`src/rtl/voice_mixer_if.sv`:
```
`default_nettype none
// ============================================================================
//  Module      : voice_mixer_if
//  Description : Bundle of the voice_mixer control, voice and mix signals.
//                master = driver of voices/controls (voice bank side),
//                slave  = the mixer itself.
//  Signals     : sample_tick, voice_in, gain, pan, mute, clr_overrun  (to mixer)
//                ldata, rdata, out_valid, busy, overrun             (from mixer)
//  Revision    : 1.0  initial release
// ============================================================================
interface voice_mixer_if #(
    parameter int NUM_VOICES = 8,
    parameter int W          = 16
);
    logic                         sample_tick;
    logic [NUM_VOICES*W-1:0]      voice_in;
    logic [NUM_VOICES*16-1:0]     gain;
    logic [NUM_VOICES*16-1:0]     pan;
    logic [NUM_VOICES-1:0]        mute;
    logic                         clr_overrun;
    logic signed [W-1:0]          ldata;
    logic signed [W-1:0]          rdata;
    logic                         out_valid;
    logic                         busy;
    logic                         overrun;

    modport master (
        output sample_tick, voice_in, gain, pan, mute, clr_overrun,
        input  ldata, rdata, out_valid, busy, overrun
    );

    modport slave (
        input  sample_tick, voice_in, gain, pan, mute, clr_overrun,
        output ldata, rdata, out_valid, busy, overrun
    );
endinterface
`default_nettype wire

```
`src/rtl/voice_mixer.sv`:
```
`default_nettype none
// ============================================================================
//  Module      : voice_mixer
//  Description : Time-multiplexed N-voice stereo mixer. On sample_tick the
//                voice samples and per-voice gain/pan/mute are snapshotted,
//                one voice is scaled/panned and accumulated per clock, and
//                the saturated stereo mix is presented with a one-cycle
//                out_valid pulse N+1 cycles after the tick.
//  Ports       : Clk, Reset (async, active-high)
//                bus (voice_mixer_if.slave): sample_tick, voice_in, gain,
//                pan, mute, clr_overrun -> ldata, rdata, out_valid, busy,
//                overrun
//  Revision    : 1.0  initial release
// ============================================================================
module voice_mixer #(
    parameter int NUM_VOICES = 8,
    parameter int W          = 16
) (
    input  wire logic     Clk,
    input  wire logic     Reset,
    voice_mixer_if.slave  bus
);
    localparam int c_idx_w = $clog2(NUM_VOICES);
    localparam int c_acc_w = W + $clog2(NUM_VOICES) + 1;
    localparam logic signed [c_acc_w-1:0] c_sat_max = c_acc_w'((64'sd1 <<< (W-1)) - 64'sd1);
    localparam logic signed [c_acc_w-1:0] c_sat_min = c_acc_w'(-(64'sd1 <<< (W-1)));

    typedef enum logic [1:0] {
        S_IDLE  = 2'd0,
        S_ACCUM = 2'd1,
        S_SAT   = 2'd2
    } state_t;

    state_t r_state;
    state_t w_state_next;

    // Snapshot registers; gain/pan are stored already clamped to 15 bits
    logic [NUM_VOICES*W-1:0]      r_voice;
    logic [NUM_VOICES*15-1:0]     r_gain;
    logic [NUM_VOICES*15-1:0]     r_pan;
    logic [NUM_VOICES-1:0]        r_mute;
    logic [NUM_VOICES*15-1:0]     w_gain_clamp;
    logic [NUM_VOICES*15-1:0]     w_pan_clamp;

    logic [c_idx_w-1:0]           r_index;
    logic signed [c_acc_w-1:0]    r_accl;
    logic signed [c_acc_w-1:0]    r_accr;
    logic signed [W-1:0]          r_ldata;
    logic signed [W-1:0]          r_rdata;
    logic                         r_out_valid;
    logic                         r_overrun;

    // Any value with bit 15 set saturates to 0x7FFF
    for (genvar gi = 0; gi < NUM_VOICES; gi++) begin : g_clamp
        assign w_gain_clamp[gi*15 +: 15] = bus.gain[gi*16+15] ? 15'h7FFF : bus.gain[gi*16 +: 15];
        assign w_pan_clamp[gi*15 +: 15]  = bus.pan[gi*16+15]  ? 15'h7FFF : bus.pan[gi*16 +: 15];
    end

    // Per-voice datapath for the channel selected by r_index
    logic signed [W-1:0]          w_v;
    logic [14:0]                  w_g;
    logic [14:0]                  w_p;
    logic [14:0]                  w_pinv;
    logic signed [W+15:0]         w_prod_full;
    logic signed [W-1:0]          w_prod;
    logic signed [W+15:0]         w_pl_full;
    logic signed [W+15:0]         w_pr_full;
    logic signed [W-1:0]          w_pl;
    logic signed [W-1:0]          w_pr;
    logic signed [c_acc_w-1:0]    w_accl_next;
    logic signed [c_acc_w-1:0]    w_accr_next;
    logic                         w_last;

    assign w_v    = r_voice[r_index*W +: W];
    assign w_g    = r_gain[r_index*15 +: 15];
    assign w_p    = r_pan[r_index*15 +: 15];
    assign w_pinv = 15'h7FFF - w_p;

    // Gain <= 0x7FFF guarantees the shifted products fit back into W bits
    assign w_prod_full = $signed(w_v) * $signed({1'b0, w_g});
    assign w_prod      = W'(w_prod_full >>> 15);
    assign w_pl_full   = w_prod * $signed({1'b0, w_pinv});
    assign w_pr_full   = w_prod * $signed({1'b0, w_p});
    assign w_pl        = r_mute[r_index] ? '0 : W'(w_pl_full >>> 15);
    assign w_pr        = r_mute[r_index] ? '0 : W'(w_pr_full >>> 15);

    assign w_accl_next = r_accl + c_acc_w'(w_pl);
    assign w_accr_next = r_accr + c_acc_w'(w_pr);
    assign w_last      = (r_state == S_ACCUM) && (r_index == c_idx_w'(NUM_VOICES - 1));

    function automatic logic signed [W-1:0] sat_w(input logic signed [c_acc_w-1:0] a);
        if (a > c_sat_max)
            return W'(c_sat_max);
        else if (a < c_sat_min)
            return W'(c_sat_min);
        else
            return W'(a);
    endfunction

    always_ff @(posedge Clk or posedge Reset) begin
        if (Reset)
            r_state <= S_IDLE;
        else
            r_state <= w_state_next;
    end

    always_comb begin
        w_state_next = r_state;
        case (r_state)
            S_IDLE:  if (bus.sample_tick) w_state_next = S_ACCUM;
            S_ACCUM: if (w_last)          w_state_next = S_SAT;
            S_SAT:                        w_state_next = S_IDLE;
            default:                      w_state_next = S_IDLE;
        endcase
    end

    always_ff @(posedge Clk or posedge Reset) begin
        if (Reset) begin
            r_voice     <= '0;
            r_gain      <= '0;
            r_pan       <= '0;
            r_mute      <= '0;
            r_index     <= '0;
            r_accl      <= '0;
            r_accr      <= '0;
            r_ldata     <= '0;
            r_rdata     <= '0;
            r_out_valid <= 1'b0;
            r_overrun   <= 1'b0;
        end else begin
            r_out_valid <= 1'b0;

            if (r_state == S_IDLE && bus.sample_tick) begin
                r_voice <= bus.voice_in;
                r_gain  <= w_gain_clamp;
                r_pan   <= w_pan_clamp;
                r_mute  <= bus.mute;
                r_index <= '0;
                r_accl  <= '0;
                r_accr  <= '0;
            end

            if (r_state == S_ACCUM) begin
                r_accl <= w_accl_next;
                r_accr <= w_accr_next;
                if (w_last) begin
                    // Result is registered from the final sum so that
                    // out_valid and data appear together in the SAT cycle
                    r_ldata     <= sat_w(w_accl_next);
                    r_rdata     <= sat_w(w_accr_next);
                    r_out_valid <= 1'b1;
                end else begin
                    r_index <= r_index + c_idx_w'(1);
                end
            end

            // Set has priority over clear
            if (bus.sample_tick && r_state != S_IDLE)
                r_overrun <= 1'b1;
            else if (bus.clr_overrun)
                r_overrun <= 1'b0;
        end
    end

    assign bus.ldata     = r_ldata;
    assign bus.rdata     = r_rdata;
    assign bus.out_valid = r_out_valid;
    assign bus.busy      = (r_state != S_IDLE);
    assign bus.overrun   = r_overrun;
endmodule
`default_nettype wire

```
`src/flat_wrapper.sv`:
```
// flat-port wrapper written by rule: the top's interface ports become plain ports
module voice_mixer_flat 
#(
    parameter int NUM_VOICES = 8,
    parameter int W          = 16
)
  (Clk, Reset, bus_sample_tick, bus_voice_in, bus_gain, bus_pan, bus_mute, bus_clr_overrun, bus_ldata, bus_rdata, bus_out_valid, bus_busy, bus_overrun);
  voice_mixer_if #(.NUM_VOICES(NUM_VOICES), .W(W)) bus_i ();
  input  wire logic Clk;
  input  wire logic Reset;
  input wire logic [$bits(bus_i.sample_tick)-1:0] bus_sample_tick;
  input wire logic [$bits(bus_i.voice_in)-1:0] bus_voice_in;
  input wire logic [$bits(bus_i.gain)-1:0] bus_gain;
  input wire logic [$bits(bus_i.pan)-1:0] bus_pan;
  input wire logic [$bits(bus_i.mute)-1:0] bus_mute;
  input wire logic [$bits(bus_i.clr_overrun)-1:0] bus_clr_overrun;
  output wire logic [$bits(bus_i.ldata)-1:0] bus_ldata;
  output wire logic [$bits(bus_i.rdata)-1:0] bus_rdata;
  output wire logic [$bits(bus_i.out_valid)-1:0] bus_out_valid;
  output wire logic [$bits(bus_i.busy)-1:0] bus_busy;
  output wire logic [$bits(bus_i.overrun)-1:0] bus_overrun;
  assign bus_i.sample_tick = bus_sample_tick;
  assign bus_i.voice_in = bus_voice_in;
  assign bus_i.gain = bus_gain;
  assign bus_i.pan = bus_pan;
  assign bus_i.mute = bus_mute;
  assign bus_i.clr_overrun = bus_clr_overrun;
  assign bus_ldata = bus_i.ldata;
  assign bus_rdata = bus_i.rdata;
  assign bus_out_valid = bus_i.out_valid;
  assign bus_busy = bus_i.busy;
  assign bus_overrun = bus_i.overrun;
  voice_mixer #(.NUM_VOICES(NUM_VOICES), .W(W)) u_core (.Clk(Clk), .Reset(Reset), .bus(bus_i));
endmodule
```
`config.mk`:
```
export PLATFORM = sky130hd
export DESIGN_NAME = voice_mixer_flat
export DESIGN_NICKNAME = d
export VERILOG_FILES = /design/src/rtl/voice_mixer_if.sv /design/src/rtl/voice_mixer.sv /design/src/flat_wrapper.sv
export SDC_FILE = /design/constraint.sdc
export NUM_CORES = 2
export LEC_CHECK = 0
export CAP_MARGIN = 10
export CORE_UTILIZATION = 59
export DETAILED_ROUTE_END_ITERATION = 6
export PLACE_DENSITY = 0.91
export SYNTH_ARGS = -nofsm -noshare
export SYNTH_HDL_FRONTEND = slang
export SYNTH_SLANG_ARGS = --single-unit
```
`constraint.sdc`:
```
create_clock -name Clk -period 19.8 [get_ports Clk]
set_input_delay 1.98 -clock Clk [delete_from_list [all_inputs] [get_ports Clk]]
set_output_delay 1.98 -clock Clk [all_outputs]
set_load 0.03 [all_outputs]
```
M3 wires:
Scale bar: 100 microns.
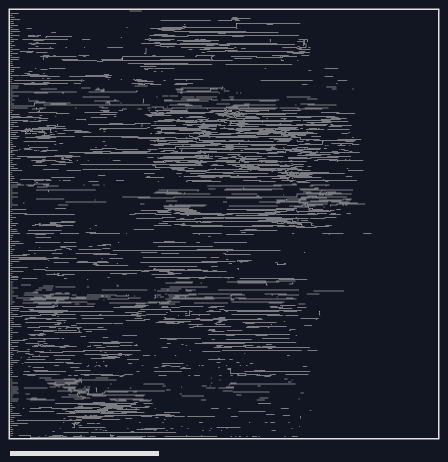
wire length on this layer	17800 microns
share of all routed wire	12%
Vias: 40020
final WL: 146000 microns

Signal wires on met2:
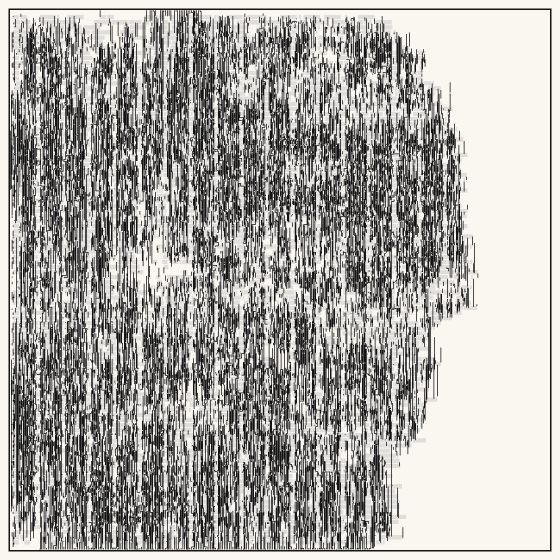
nets with wire on the layer	6113
longest straight run	103 microns
GRT met2 Usage: 57.7%

Placed standard cells:
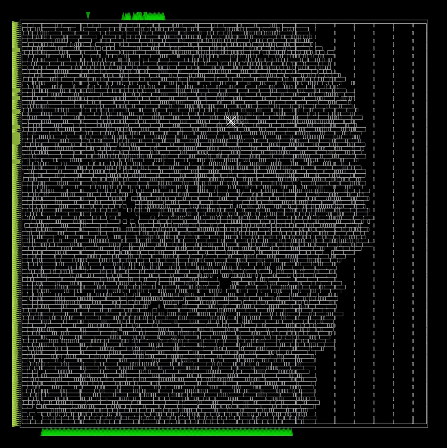
flop share of the area: 20.6%
final core utilization: 68.3%
flop count: 455
final cell count without fillers: 6691
tapcell count: 1060

Cells coloured by class:
Fill, decap, tap and diode cells in grey.
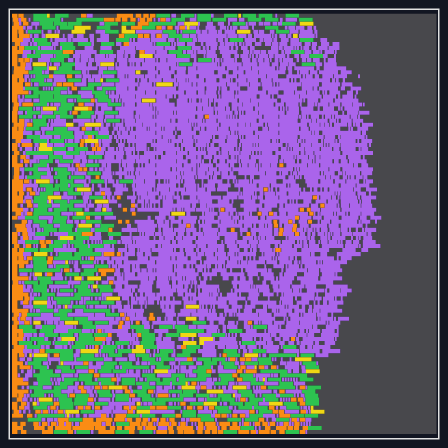
class	colour	cells
clock drivers and dummy loads	yellow	84
all other logic	purple	4582
other buffers and delay cells	orange	499
flip-flops	green	455
Core Area: 80800 sq um
Post-Layout Inst Area: 55200 sq um
Rows: 104

Wires at chosen ports, followed through buffers:
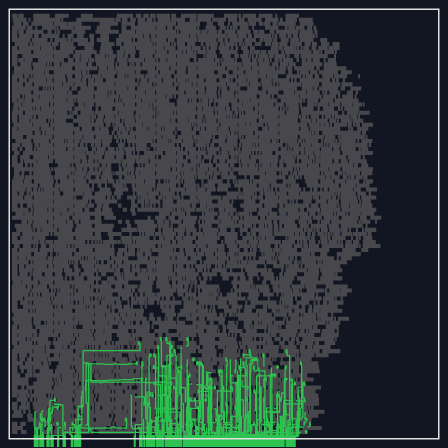
port	colour	direction	edge	end cells	buffers	wire
bus_voice_in	green	input	south	128	128	5460 microns
num ports: 431
Port Buffers: 430

==> Slide: Implementation Results <==
Physical Implementation Snapshot

Yosys
  – Synth Seq Share: 23.6%

Final layout
  – Flop area: 11400 sq um
  – Clk cell area share: between 2 and 3%
  – Inverters: 856
  – Top cells excl fill/tap: nand2_1, inv_1, fa_1, dfrtp_1, clkdlybuf4s50_1
  – Logic area: 32800 sq um
  – Non-clk bufs: 499
  – Area grow syn2layout: 14.3%

Clocking
  – Setup Buffers After CTS: 0
  – CTS hold repair buffers: 0

Critical path
  – Crit path kind: flip-flop to flip-flop
  – Critical path startpoint: u_core.r_index[0]$_DFF_PP0_
  – FF-to-FF End: u_core.bus.ldata[12]$_DFFE_PP0P_
  – Top delay family on crit path: adder cells

Place
  – GPL Wtd Cong: 0.968
  – Placed Instances: approximately 6600

Hold path
  – Hold path start: u_core.r_pan[92]$_DFFE_PP0P_
  – HP Class: flip-flop to flip-flop
  – Hold Path End: u_core.r_pan[92]$_DFFE_PP0P_
  – Hold path cells: 2

Global route
  – Routing usage on met3: 9.25%
  – Largest net degree at the start of global routing: 226
  – Total grt overflow: 0

Run status
  – Status: finished with violations
  – Failing checks: DRC

Route
  – Vias per Instance: 5.98
  – Post-route DRC: 7

Floorplanning
  – Floorplan core density: between 50% and 60%
  – Die Ht: 288 microns
  – DIE WIDTH: 288 microns

Timing
  – Final setup fails: 0
[logic make-up after synthesis]
| family | after synthesis | share of synthesized area, % |
|---|---|---|
| XOR/XNOR | 121 | 2.30 |
| adder cells (fa/ha/maj) | 988 | 36.8 |
| flip-flops | 455 | 23.6 |
| buffers and inverters | 1095 | 8.65 |
| AND/OR/NAND/NOR | 1934 | 15.9 |
| AND-OR/OR-AND | 504 | 6.45 |
| multiplexers | 179 | 6.30 |
[flip-flops by register name, summed over array words and instances (netlist names)]
signal and flops:
u_core.bus.ldata 16, u_core.bus.out_valid 1, u_core.bus.overrun 1, u_core.bus.rdata 16
u_core.r_accl 20, u_core.r_accr 20, u_core.r_gain 120, u_core.r_index 3
u_core.r_mute 8, u_core.r_pan 120, u_core.r_state 2, u_core.r_voice 128
[Yosys cell counts (4+ instances only)]
cell type / number / area [sq um]
a21o_1: 35 / 263
a22o_1: 4 / 35.0
buf_1: 22 / 82.6
a211o_1: 6 / 52.6
nand4_1: 10 / 62.6
mux2_2: 40 / 450
o31ai_1: 4 / 30.0
clkbuf_1: 207 / 777
o21a_1: 11 / 82.6
inv_1: 855 / 3210
nand2b_1: 22 / 138
mux2i_1: 43 / 430
and2_1: 14 / 87.6
and3_1: 8 / 50.1
nor3_1: 20 / 100
ha_1: 266 / 3330
or2_2: 13 / 81.3
o21ai_0: 287 / 1440
fa_1: 722 / 14500
a21oi_2: 12 / 105
xnor2_1: 77 / 674
a211oi_1: 10 / 75.1
nand3_1: 49 / 245
a21boi_0: 5 / 37.5
nor2b_1: 27 / 169
buf_6: 6 / 67.6
nand2_1: 1345 / 5050
a21oi_1: 66 / 330
dfrtp_1: 455 / 11400
mux4_2: 92 / 2070
nor2_1: 407 / 1530
xor2_1: 40 / 350
a221o_1: 9 / 90.1
o21bai_1: 10 / 75.1
